File: src/rtl/mlp_pingpong_buf_ctrl.sv
// N-bank ping-pong buffer controller: the producer fills one bank while the consumer drains another.
// Drives external 1-cycle-read bank SRAMs through one-hot enables, bank addresses and mux/demux selects.
module mlp_pingpong_buf_ctrl #(
   parameter int NBANK = 2,
   parameter int DEPTH = 128,
   parameter int AW    = $clog2(DEPTH),
   parameter int BW    = (NBANK > 2) ? $clog2(NBANK) : 1
) (
   input  logic             clk,
   input  logic             rst,
   input  logic             flush,
   input  logic [AW:0]      cfg_len,
   input  logic             wr_valid,
   output logic             wr_ready,
   output logic [NBANK-1:0] wr_en,
   output logic [AW-1:0]    write_addr,
   output logic [BW-1:0]    demux_sel,
   input  logic             rd_ready,
   output logic             rd_valid,
   output logic [NBANK-1:0] rd_en,
   output logic [AW-1:0]    read_addr,
   output logic [BW-1:0]    mux_sel,
   output logic             rd_data_valid,
   output logic             wr_frame_done,
   output logic             rd_frame_done,
   output logic [NBANK-1:0] bank_full
);

   typedef enum logic [1:0] {
      BANK_EMPTY,
      BANK_FILLING,
      BANK_FULL,
      BANK_DRAINING
   } bank_state_e;

   localparam logic [AW:0]   LEN_MAX   = (AW+1)'(DEPTH);
   localparam logic [AW:0]   LEN_ONE   = (AW+1)'(1);
   localparam logic [BW-1:0] LAST_BANK = BW'(NBANK - 1);

   bank_state_e   state_q [NBANK];
   bank_state_e   state_d [NBANK];
   logic [AW:0]   len_q   [NBANK];
   logic [BW-1:0] wb_q;
   logic [BW-1:0] rb_q;
   logic [AW-1:0] wcnt_q;
   logic [AW-1:0] rcnt_q;

   logic          clr;
   logic          wr_accept;
   logic          rd_fire;
   logic          wr_last;
   logic          rd_last;
   logic [AW:0]   cfg_len_sat;
   logic [AW:0]   wr_len;

   // Pointer wrap is explicit so non-power-of-2 bank counts cycle correctly.
   function automatic logic [BW-1:0] next_bank(input logic [BW-1:0] b);
      return (b == LAST_BANK) ? '0 : b + BW'(1);
   endfunction

   assign clr = rst | flush;

   always_comb begin
      for (int i = 0; i < NBANK; i++) begin
         bank_full[i] = (state_q[i] == BANK_FULL) || (state_q[i] == BANK_DRAINING);
      end
   end

   assign wr_ready  = !clr && !bank_full[wb_q];
   assign wr_accept = wr_valid && wr_ready;
   assign rd_valid  = !clr && bank_full[rb_q];
   assign rd_fire   = rd_valid && rd_ready;

   assign write_addr = wcnt_q;
   assign read_addr  = rcnt_q;
   assign demux_sel  = wb_q;

   // The first word of a frame ends it already when the sampled length is one.
   always_comb begin
      cfg_len_sat = cfg_len;
      if (cfg_len == '0 || cfg_len > LEN_MAX) cfg_len_sat = LEN_MAX;
      wr_len  = (wcnt_q == '0) ? cfg_len_sat : len_q[wb_q];
      wr_last = wr_accept && ({1'b0, wcnt_q} == wr_len - LEN_ONE);
      rd_last = rd_fire && ({1'b0, rcnt_q} == len_q[rb_q] - LEN_ONE);
   end

   // NOTE: every signal driven in an always_comb gets its default first, so no path leaves it unassigned and no latch is inferred.
   always_comb begin
      wr_en        = '0;
      rd_en        = '0;
      wr_en[wb_q]  = wr_accept;
      rd_en[rb_q]  = rd_fire;
   end

   // A bank is never written and read in the same cycle: writing needs it not full, reading needs it full.
   always_comb begin
      for (int i = 0; i < NBANK; i++) begin
         state_d[i] = state_q[i];
         if (wr_accept && wb_q == BW'(i)) begin
            if (wr_last) state_d[i] = BANK_FULL;
            else         state_d[i] = BANK_FILLING;
         end
         if (rd_fire && rb_q == BW'(i)) begin
            if (rd_last) state_d[i] = BANK_EMPTY;
            else         state_d[i] = BANK_DRAINING;
         end
      end
   end

   // NOTE: sequential state uses non-blocking assignments so every register samples pre-edge values regardless of statement order.
   always_ff @(posedge clk) begin
      if (clr) begin
         for (int i = 0; i < NBANK; i++) state_q[i] <= BANK_EMPTY;
      end else begin
         for (int i = 0; i < NBANK; i++) state_q[i] <= state_d[i];
      end
   end

   // NOTE: len_q is a small flop array, not a RAM, so it is reset like any other state.
   always_ff @(posedge clk) begin
      if (clr) begin
         for (int i = 0; i < NBANK; i++) len_q[i] <= LEN_MAX;
      end else if (wr_accept && wcnt_q == '0) begin
         len_q[wb_q] <= cfg_len_sat;
      end
   end

   always_ff @(posedge clk) begin
      if (clr) begin
         wb_q   <= '0;
         wcnt_q <= '0;
      end else if (wr_accept) begin
         if (wr_last) begin
            wb_q   <= next_bank(wb_q);
            wcnt_q <= '0;
         end else begin
            wcnt_q <= wcnt_q + AW'(1);
         end
      end
   end

   always_ff @(posedge clk) begin
      if (clr) begin
         rb_q   <= '0;
         rcnt_q <= '0;
      end else if (rd_fire) begin
         if (rd_last) begin
            rb_q   <= next_bank(rb_q);
            rcnt_q <= '0;
         end else begin
            rcnt_q <= rcnt_q + AW'(1);
         end
      end
   end

   // Read-side selects are delayed one cycle to line up with the SRAM read data.
   always_ff @(posedge clk) begin
      if (clr) begin
         mux_sel       <= '0;
         rd_data_valid <= 1'b0;
         wr_frame_done <= 1'b0;
         rd_frame_done <= 1'b0;
      end else begin
         mux_sel       <= rb_q;
         rd_data_valid <= rd_fire;
         wr_frame_done <= wr_last;
         rd_frame_done <= rd_last;
      end
   end

endmodule
File: config.mk
export PLATFORM = sky130hd
export DESIGN_NAME = mlp_pingpong_buf_ctrl
export DESIGN_NICKNAME = d
export VERILOG_FILES = /design/src/rtl/mlp_pingpong_buf_ctrl.sv
export SDC_FILE = /design/constraint.sdc
export NUM_CORES = 1
export LEC_CHECK = 0
export ABC_AREA = 0
export CAP_MARGIN = 20
export CORE_MARGIN = 8
export CORE_UTILIZATION = 45
export CTS_CLUSTER_SIZE = 25
export DETAILED_ROUTE_END_ITERATION = 12
export PLACE_DENSITY_LB_ADDON = 0.2
export SLEW_MARGIN = 20
export SYNTH_ARGS = -nofsm -noshare
export SYNTH_HDL_FRONTEND = slang
export SYNTH_SLANG_ARGS = --single-unit
File: constraint.sdc
create_clock -name clk -period 2.9 [get_ports clk]
set_input_delay 0.29 -clock clk [delete_from_list [all_inputs] [get_ports clk]]
set_output_delay 0.29 -clock clk [all_outputs]
set_load 0.01 [all_outputs]
==> COMMIT_EDITMSG, run 1 <==
Store results of the implementation flow

- GR Layer Usage met1: 19.2%
- Warnings raised by the tools during the run amount to 27.
* Setup crit start: write_addr[2]
- Switch share: 25.8%
- The final layout contains routed wiring with a total length of 6.74 mm.
- Per the timing report, the biggest fanout along the worst path comes to 9.
- The worst hold path was traced through 2 stages.
* Required time worst endpoint: 3.09 ns
- Run status: finished clean
- Largest delay contributor family on the critical path: simple AND/OR/NAND/NOR gates
- RePlAce ended its routability-driven mode at a weighted congestion of 0.959.
- The group that draws the most power in this run is sequential cells.
* Syn Std Cell Area: 0.00262 sq mm
* Area grow syn2layout: 29.0%
* Area figure in the yosys stat output: 0.00262 sq mm
- Leaving out buffers and inverters, the combinational logic in the layout accounts for 0.00158 sq mm.
- Count of clock-net buffers in the final layout: 7
- Quantity of I/O buffers inserted on ports: 39
- STA classifies the critical path startpoint as a register.
- Count of library flops with an enable pin: 16
- Tap insertion was completed with 72 tapcells.
- Combinational fraction of the cell area: 46.8%
- Combinational cell fraction of total power: 17.9%
* Post-synthesis share of cell area spent on xor and xnor gates: 7.36%
- Counting cells, the worst reg-to-reg path comes to 9.
- Most frequently used cell type in the post-synthesis netlist: nor2_1
* Number of cells in the yosys synthesis report: 290
- The report lists the cells along the critical path as or4_1 > buf_4 > or4_4 > and3_1 > and4bb_1 > o221ai_2 > a31o_4 > clkinv_2 > o32ai_2.
* Measured slew at the worst slew-check pin: 0.569 ns
* Clock sink total: 40
- For this design, the CTS-stage hold fixing added 0 buffers.
- Timing analysis after detailed placement gives a worst setup slack of 0.186 ns.
- Power Clock: 444 uW
- Entering global routing, the biggest net connects 15 pins.
* Cell count after synthesis: 290
* Unrepaired setup endpoints after global routing: no
- In the synthesized netlist, the cells that appear most often are nor2_1 (30), dfxtp_1 (24), nand2_1 (21), mux2i_1 (17), nor3_1 (17).
* Number of unique standard cell types used by synthesis: 58
- Per the CTS log, the buffer count on the longest clock path is 2.
* Arrival time of the worst setup path: 2.94 ns
- There are 40 flip-flops and latches.
- Before placement the cells fill 46.9% of the core.
- Main kind of combinational logic by area: simple AND/OR/NAND/NOR gates
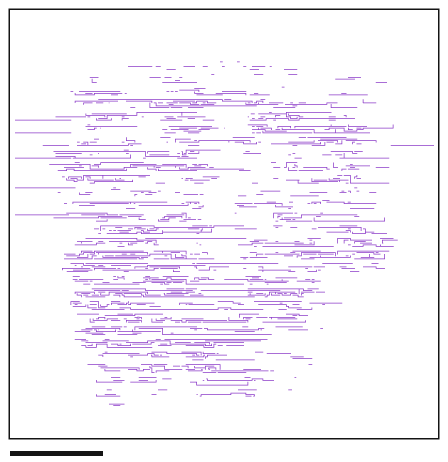
Fig. 1. Metal 1 (run 1).
Bar = 20 microns.
longest straight run: 26.7 microns
nets with wire on the layer: 339

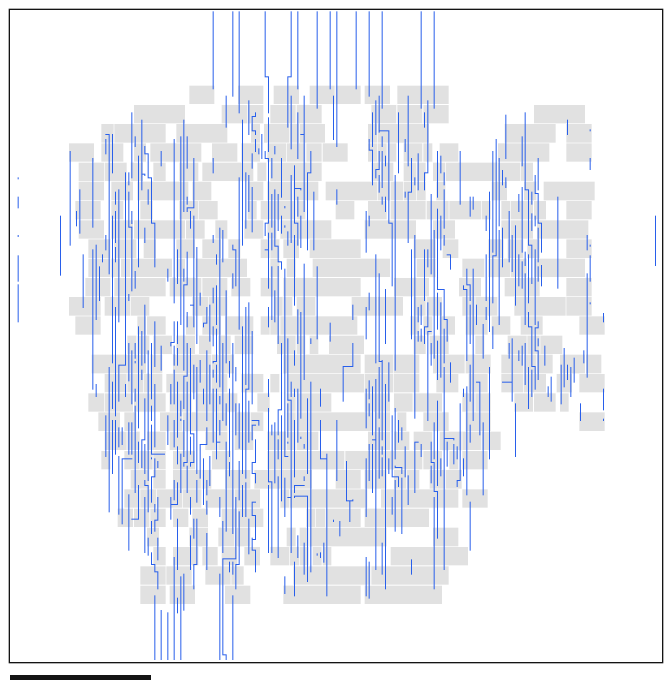
Fig. 2. Met2 routing (run 1).
Bar = 20 microns. Cells faint in the background.
longest straight run: 28.9 microns
wire length on this layer: 3320 microns
share of all routed wire: 49%
nets with wire on the layer: 327
main direction: vertical

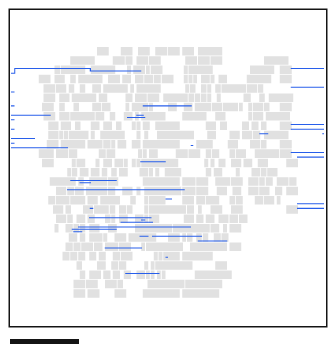
Fig. 3. Signal wires on met3 (run 1).
Bar = 20 microns. Cells faint in the background.
longest straight run: 34.0 microns
nets with wire on the layer: 35
wire length on this layer: 352 microns

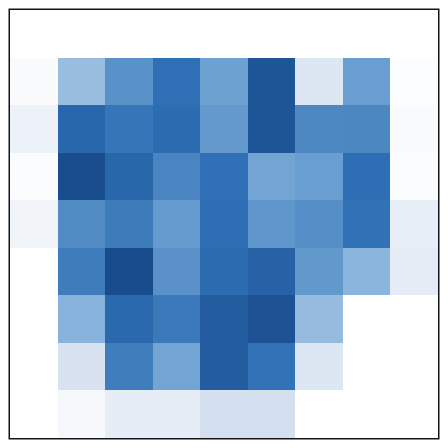
Fig. 4. Placement density heat map (run 1).
The die is cut into 9 by 9 equal tiles; white is low, dark blue is high, 0 to 100% covered.
tiles over 75% full: 16%
fullest tile: 89%
mean over tiles: 39%
nearly empty tiles: 28%
emptiest ninth of the die: south-east
densest ninth of the die: centre

Fig. 5: run 1, routing congestion
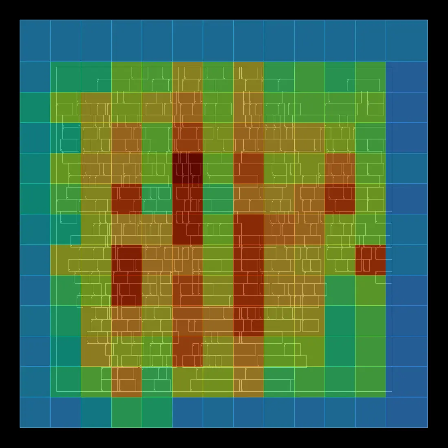

==> run 2, diff against run 1 <==
--- a/config.mk
+++ b/config.mk
@@ -8,9 +8,10 @@
 export ABC_AREA = 0
 export CAP_MARGIN = 20
 export CORE_MARGIN = 8
-export CORE_UTILIZATION = 45
+export CORE_UTILIZATION = 46
 export CTS_CLUSTER_SIZE = 25
 export DETAILED_ROUTE_END_ITERATION = 12
+export HOLD_SLACK_MARGIN = 0.06
 export PLACE_DENSITY_LB_ADDON = 0.2
 export SLEW_MARGIN = 20
 export SYNTH_ARGS = -nofsm -noshare
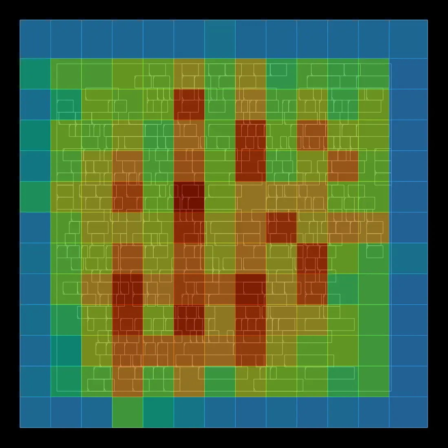
Fig. 6. Routing congestion (run 2).
post-route core utilization: 60.8%
met3 Usage GRT: 3.79%
GR met2 Demand/Resource: 28.2%
global-route usage over all layers: 17.0%
GR Layer Usage met1: 21.3%

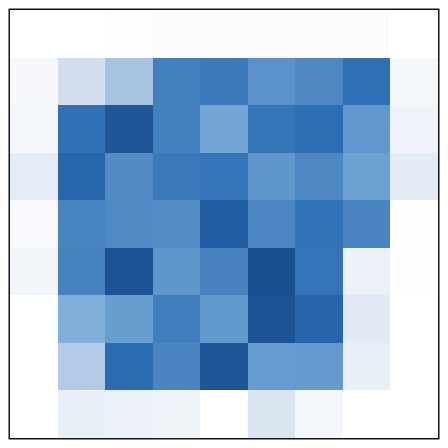
Fig. 7. Placement density heat map (run 2).
The die is cut into 9 by 9 equal tiles; white is low, dark blue is high, 0 to 100% covered.
nearly empty tiles: 21%
tiles over 75% full: 11%
densest ninth of the die: centre
mean over tiles: 39%

==> run 2 against run 1 <==
Effect of this change:
- critical path type unchanged
- sequential share of layout area is 0.22 points higher
- critical endpoint unchanged
- highest routed layer unchanged
- first-iteration DRC count is the same
- synthesized cell count is the same
- via count grew 2.9%
- sequential power is essentially flat
- clock skew up 0.0033 ns
- cell count increased by 0.71%
- largest power group unchanged
==> COMMIT_EDITMSG, run 2 <==
Store results of the implementation flow

* FP Core Util: 47.5% (was 46.9%)
- The worst endpoint required time was 3.09 ns (about the same).
* CP max FO: 9 (unchanged)
- The number of hold buffers added after cts was 0 (unchanged).
* Area figure in the yosys stat output: 0.00262 sq mm (unchanged)
- Crit path cell chain: buf_4 > nor4_2 > nand2_2 > or4b_2 > a311oi_1 > o221ai_2 > a31o_4 > clkinv_2 > o32ai_2 (was or4_1 > buf_4 > or4_4 > and3_1 > and4bb_1 > o221ai_2 > a31o_4 > clkinv_2 > o32ai_2).
* Total length of routed wires: 7.10 mm (was 6.74 mm)
* Seq cells: 40 (unchanged)
- Count of inserted tapcells: 72 (unchanged)
- The worst endpoint data arrival time was 2.98 ns (was 2.94 ns).
- The critical path startpoint category is a register (unchanged).
- Largest delay contributor family on the critical path: simple AND/OR/NAND/NOR gates (unchanged)
- The power of the clock network is 370 uW (was 444 uW).
- Gpl congestion: 0.931 (was 0.959)
* Combinational fraction of the cell area: 46.7% (was 46.8%)
- The clock sink count is 40 (unchanged).
* Run status: finished clean (unchanged)
* Setup crit start: write_addr[2] (unchanged)
- The largest net degree at the start of global routing was 15 (unchanged).
* Combinational gate area: 0.00156 sq mm (was 0.00158 sq mm)
- Area grow syn2layout: 28.0% (was 29.0%)
* Unrepaired setup endpoints after global routing: no (unchanged)
- Longest Clk Path Bufs: 2 (unchanged)
- The OpenROAD warning count came to 27 (unchanged).
- Number of unique standard cell types used by synthesis: 58 (unchanged)
* Measured slew at the worst slew-check pin: 0.502 ns (was 0.569 ns)
- The number of synthesized flops with an enable pin came to 16 (unchanged).
- The switching part of the total is 27.9% (was 25.8%).
* Combinational cell fraction of total power: 19.2% (was 17.9%)
* Count of clock-net buffers in the final layout: 6 (was 7)
* Min-Delay Path Depth: 2 (unchanged)
- Quantity of I/O buffers inserted on ports: 39 (unchanged)
Power figures rest on the tool's default switching activity, not on a simulated workload.
